File: src/rtl/add_seq.sv
// Multi-cycle wide adder: {COUT,O} = I0 + I1 + CIN, computed one CHUNK-bit slice per
// cycle, LSB first, through a single shared ripple-carry datapath.
module add_seq #(
  parameter int WIDTH = 8,
  parameter int CHUNK = 2
) (
  input  logic             CLK,
  input  logic             ASYNCRESETN,
  input  logic             I_VALID,
  output logic             I_READY,
  input  logic [WIDTH-1:0] I0,
  input  logic [WIDTH-1:0] I1,
  input  logic             CIN,
  output logic             O_VALID,
  input  logic             O_READY,
  output logic [WIDTH-1:0] O,
  output logic             COUT
);

  localparam int N     = WIDTH / CHUNK;
  localparam int CNT_W = (N > 1) ? $clog2(N) : 1;

  typedef enum logic [1:0] {
    IDLE,
    RUN,
    DONE
  } state_t;

  state_t             state_reg, state_next;
  logic [WIDTH-1:0]   a_reg, a_next;
  logic [WIDTH-1:0]   b_reg, b_next;
  logic [WIDTH-1:0]   res_reg, res_next;
  logic               carry_reg, carry_next;
  logic [CNT_W-1:0]   cnt_reg, cnt_next;
  logic               o_valid_reg;

  logic [CHUNK-1:0]   sum_chunk;
  logic [CHUNK:0]     ripple;

  // Shared chunk adder always works on the low slice of the shifting operand registers.
  assign ripple[0] = carry_reg;

  genvar gi;
  generate
    for (gi = 0; gi < CHUNK; gi++) begin : g_fa
      assign sum_chunk[gi]  = a_reg[gi] ^ b_reg[gi] ^ ripple[gi];
      assign ripple[gi + 1] = (a_reg[gi] & b_reg[gi]) | (ripple[gi] & (a_reg[gi] ^ b_reg[gi]));
    end
  endgenerate

  always_comb begin
    state_next = state_reg;
    a_next     = a_reg;
    b_next     = b_reg;
    res_next   = res_reg;
    carry_next = carry_reg;
    cnt_next   = cnt_reg;
    case (state_reg)
      IDLE: begin
        if (I_VALID) begin
          a_next     = I0;
          b_next     = I1;
          carry_next = CIN;
          cnt_next   = '0;
          state_next = RUN;
        end
      end
      RUN: begin
        a_next     = a_reg >> CHUNK;
        b_next     = b_reg >> CHUNK;
        carry_next = ripple[CHUNK];
        // Sum slices enter at the MSB end so slice 0 lands at the bottom after N shifts.
        res_next   = {sum_chunk, res_reg[WIDTH-1:CHUNK]};
        cnt_next   = cnt_reg + CNT_W'(1);
        if (cnt_reg == CNT_W'(N - 1)) begin
          state_next = DONE;
        end
      end
      DONE: begin
        if (O_READY) begin
          state_next = IDLE;
        end
      end
      default: state_next = IDLE;
    endcase
  end

  always_ff @(posedge CLK or negedge ASYNCRESETN) begin
    if (!ASYNCRESETN) begin
      state_reg   <= IDLE;
      a_reg       <= '0;
      b_reg       <= '0;
      res_reg     <= '0;
      carry_reg   <= 1'b0;
      cnt_reg     <= '0;
      o_valid_reg <= 1'b0;
    end else begin
      state_reg   <= state_next;
      a_reg       <= a_next;
      b_reg       <= b_next;
      res_reg     <= res_next;
      carry_reg   <= carry_next;
      cnt_reg     <= cnt_next;
      o_valid_reg <= (state_next == DONE);
    end
  end

  assign I_READY = (state_reg == IDLE);
  assign O_VALID = o_valid_reg;
  assign O       = res_reg;
  assign COUT    = carry_reg;

endmodule
File: config.mk
export PLATFORM = sky130hd
export DESIGN_NAME = add_seq
export DESIGN_NICKNAME = d
export VERILOG_FILES = /design/src/rtl/add_seq.sv
export SDC_FILE = /design/constraint.sdc
export NUM_CORES = 1
export LEC_CHECK = 0
export ABC_AREA = 1
export CORE_UTILIZATION = 39
export CTS_CLUSTER_DIAMETER = 100
export DETAILED_ROUTE_END_ITERATION = 7
export GPL_ROUTABILITY_DRIVEN = 0
export PLACE_DENSITY_LB_ADDON = 0.3
export REMOVE_ABC_BUFFERS = 1
export SLEW_MARGIN = 15
export SYNTH_ARGS = -nofsm -noshare
export SYNTH_HDL_FRONTEND = slang
export SYNTH_SLANG_ARGS = --single-unit
export TNS_END_PERCENT = 1
File: constraint.sdc
create_clock -name CLK -period 1.84 [get_ports CLK]
set_clock_uncertainty 0.15 [all_clocks]
set_input_delay 0.552 -clock CLK [delete_from_list [all_inputs] [get_ports CLK]]
set_output_delay 0.552 -clock CLK [all_outputs]
set_load 0.005 [all_outputs]
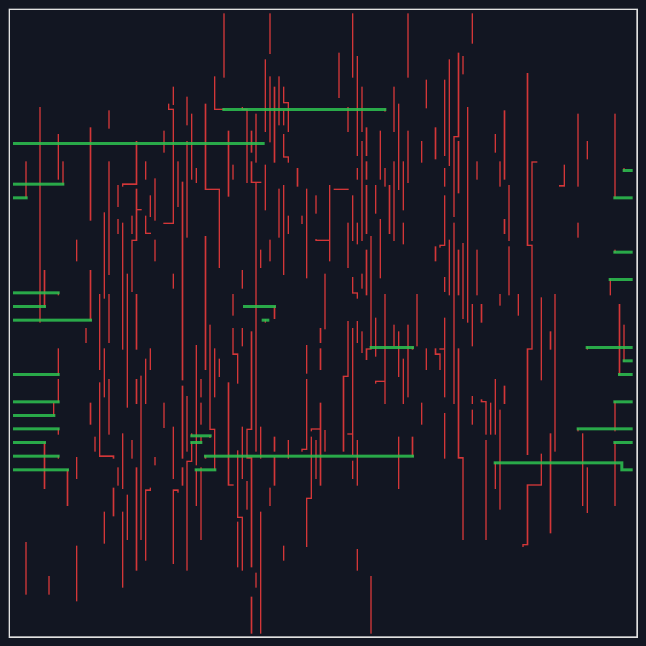
Fig. 1. Wiring by layer.
Drawn at 10 px/um. Only two layers are drawn.
- metal 2: red (wire length 1,360 um)
- metal 3: green (wire length 159 um)
GR Util All Layers: 16.2%
Via Count: 1,236
Post-Route WL: 2.89 mm

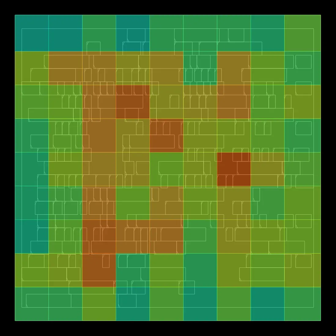
Fig. 2. Routing congestion.
wire length per cell: 11.2 um
M3 GR Usage: 5.29%

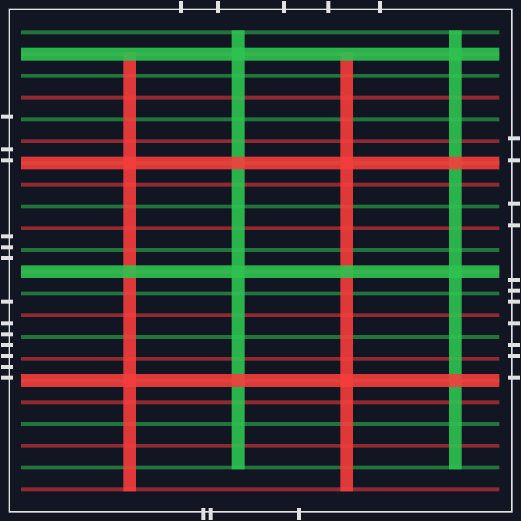
Fig. 3. Supply network.
Drawn at 8 px/um. Pins as bars on the die edge.
- VSS: red
- VDD: green
- met5 straps: 4
- met4 straps: 4
die x size: 62.6 um
core area: 3420 um2

==> reports/results.ini <==
[yosys]
ys_seq_share_pct=52.4
synth_cells=174
async_reset_ff_share_pct=100
yosys_area_um2=1430
avgSynthCellArea_um2=8.24
top_cell_area_share_pct=52.4
yosys-stat-cells=174
yosys.cell_types.count=16
area_leaders=dfrtp_1 (52%), nand2_1 (23%), nand3_1 (7.3%), buf_6 (3.1%), fa_1 (2.8%)
flop_cell=dfrtp_1
largest_area_cell=dfrtp_1
synth_area_um2=1430
most_common_cell=nand2_1
top_cells_by_count=nand2_1 (86), dfrtp_1 (30), nand3_1 (21)
synth_flops=30
yosys_warnings=0
synth-edff-count=0

[hold_path]
hold_depth=2
hold_start=O[0]
hold_class=reg2reg
holdPathEnd=O[0]

[floorplanning]
core_util_floorplan_pct=42.0
rows=21
die_area_um2=3920
ioPinCount=32

[worst_setup_path]
r2r_slack_ps=130
setup.worst_path.start=state_reg[0]
path_cells=nor2_2 > dlygate4sd2_1
crit_fanout=2
cp_slowest_cell=dfrtp_1
crit_path_end=I_READY
worst_ep_required_time_ps=1140
worst-path-stages=2
critPathBufInv=1
r2r-end=COUT
worstReg2RegStart=COUT
worst-setup-path-type=reg2out
startpoint_type=flop
critPathArrivalTime_ps=1080
end_kind=primary output
crit_path_max_incr_delay_ps=390
r2r_cells=8
critPathTopFamily=flip-flops

[layout]
final_area_um2=1860
area_growth_pct=29.4
final_nets=236
drive_above_1_share_pct=10.4
antenna_cells=0

[timing]
whs_ps=331
tightest_slew_ps=263
finalSetupViolCount=0
timing.final.crit_period_ps=1780
max_freq_mhz=562
tns_ps=0
final-hold-violation-count=0
timing.final.ws_setup_ps=60.9
final_max_slew_viol_count=0
min_period_over_period_pct=96.7
rsz0062_at_grt=false
relSlewSlack_pct=82.3

[outcome]
status=finished, final reports clean

[placed_design]
pre_cts_ws_ps=86.9
hpwl_mm=2.01
post_dp_cell_area_um2=1810
port_buffers=31

[cts]
cts-root-buf=clkbuf_4
clk_transition_reported_paths_ps=90
cts.htree.levels=2
clkLatencyLatePin_ps=320
clock_path_buffers=2
cts_tree=yes
numCtsBuffers=5
clock-sinks=30
hold_buffers=0

[job]
cap_violations=0
warning_count=25

[detailed_routing]
antenna_left=0
dr.pass1.iters=4
drcViolationCount=0
first_iter_violations=54
routed_via_density=4.79

[global_route]
grt_first_pass_wirelength_mm=4.86
grt_pass1_vias=1122
antenna_found_initial=0
grt_overflow_total=0
grt_start_max_net_pins=31

[power]
total_leakage_power_nw=0.984
ir_drop_uv=830
p_per_area_nw_per_um2=1610
power.total_w=0.00298

==> timing repair <==
action	CTS	global route
endpoints found under the setup margin	11	1
buffers inserted	0	1
resized	11	1
endpoints found under the hold margin	0	0
==> report_power, final <==
group | internal (W) | switching [W]
clock | 0.000144 | 0.000209
sequential | 0.000962 | 0.000161
combinational | 0.000657 | 0.000847
total | 0.00176 | 0.00122
==> per-layer routing <==
metal	up-vias	global-route usage, %	share of wire (%)
li1	618	-	-
met1	576	19.1	46
met2	37	26.5	47
met3	5	5.29	5.5
met4	0	7.85	1.8
met5	-	0	0
==> tightest hold or removal path, cell delays in order (launching register included) <==
cell     delay (ps)
dfrtp_1         350
nand2_1          60
nand2_1          40
==> placed cells by master, fill, tap and decap left out, drive strengths merged <==
master | netlist | layout
nand2 | 86 | 86
dfrtp | 30 | 30
nand3 | 21 | 21
clkdlybuf4s50 | 0 | 20
dlygate4sd2 | 0 | 11
inv | 10 | 10
buf | 10 | 10
o21ai | 7 | 7
clkbuf | 0 | 7
nor2 | 3 | 3
o31ai | 2 | 2
a21oi | 2 | 2
fa | 2 | 2
ha | 1 | 1
==> area by class of cell <==
type | instances | area [um2]
Fill cell | 353 | 1560
Timing Repair Buffer | 41 | 397
Multi-Input combinational cell | 124 | 568
Tap cell | 46 | 57.6
Clock buffer | 7 | 45.0
Sequential cell | 30 | 751
Inverter | 10 | 37.5
==> through the flow <==
step,utilization (%),cells
final,54.3,258
after CTS,54.0,257
after floorplan,-,164
after global placement,53.1,250
after detailed placement,53.1,250
after global routing,54.3,258
==> cells by family after synthesis <==
group	Yosys count	synth area share [%]
AND/OR/NAND/NOR	110	30.8
flip-flops	30	52.4
AND-OR/OR-AND	11	4.97
adder cells (fa/ha/maj)	3	3.66
buffers and inverters	20	8.20
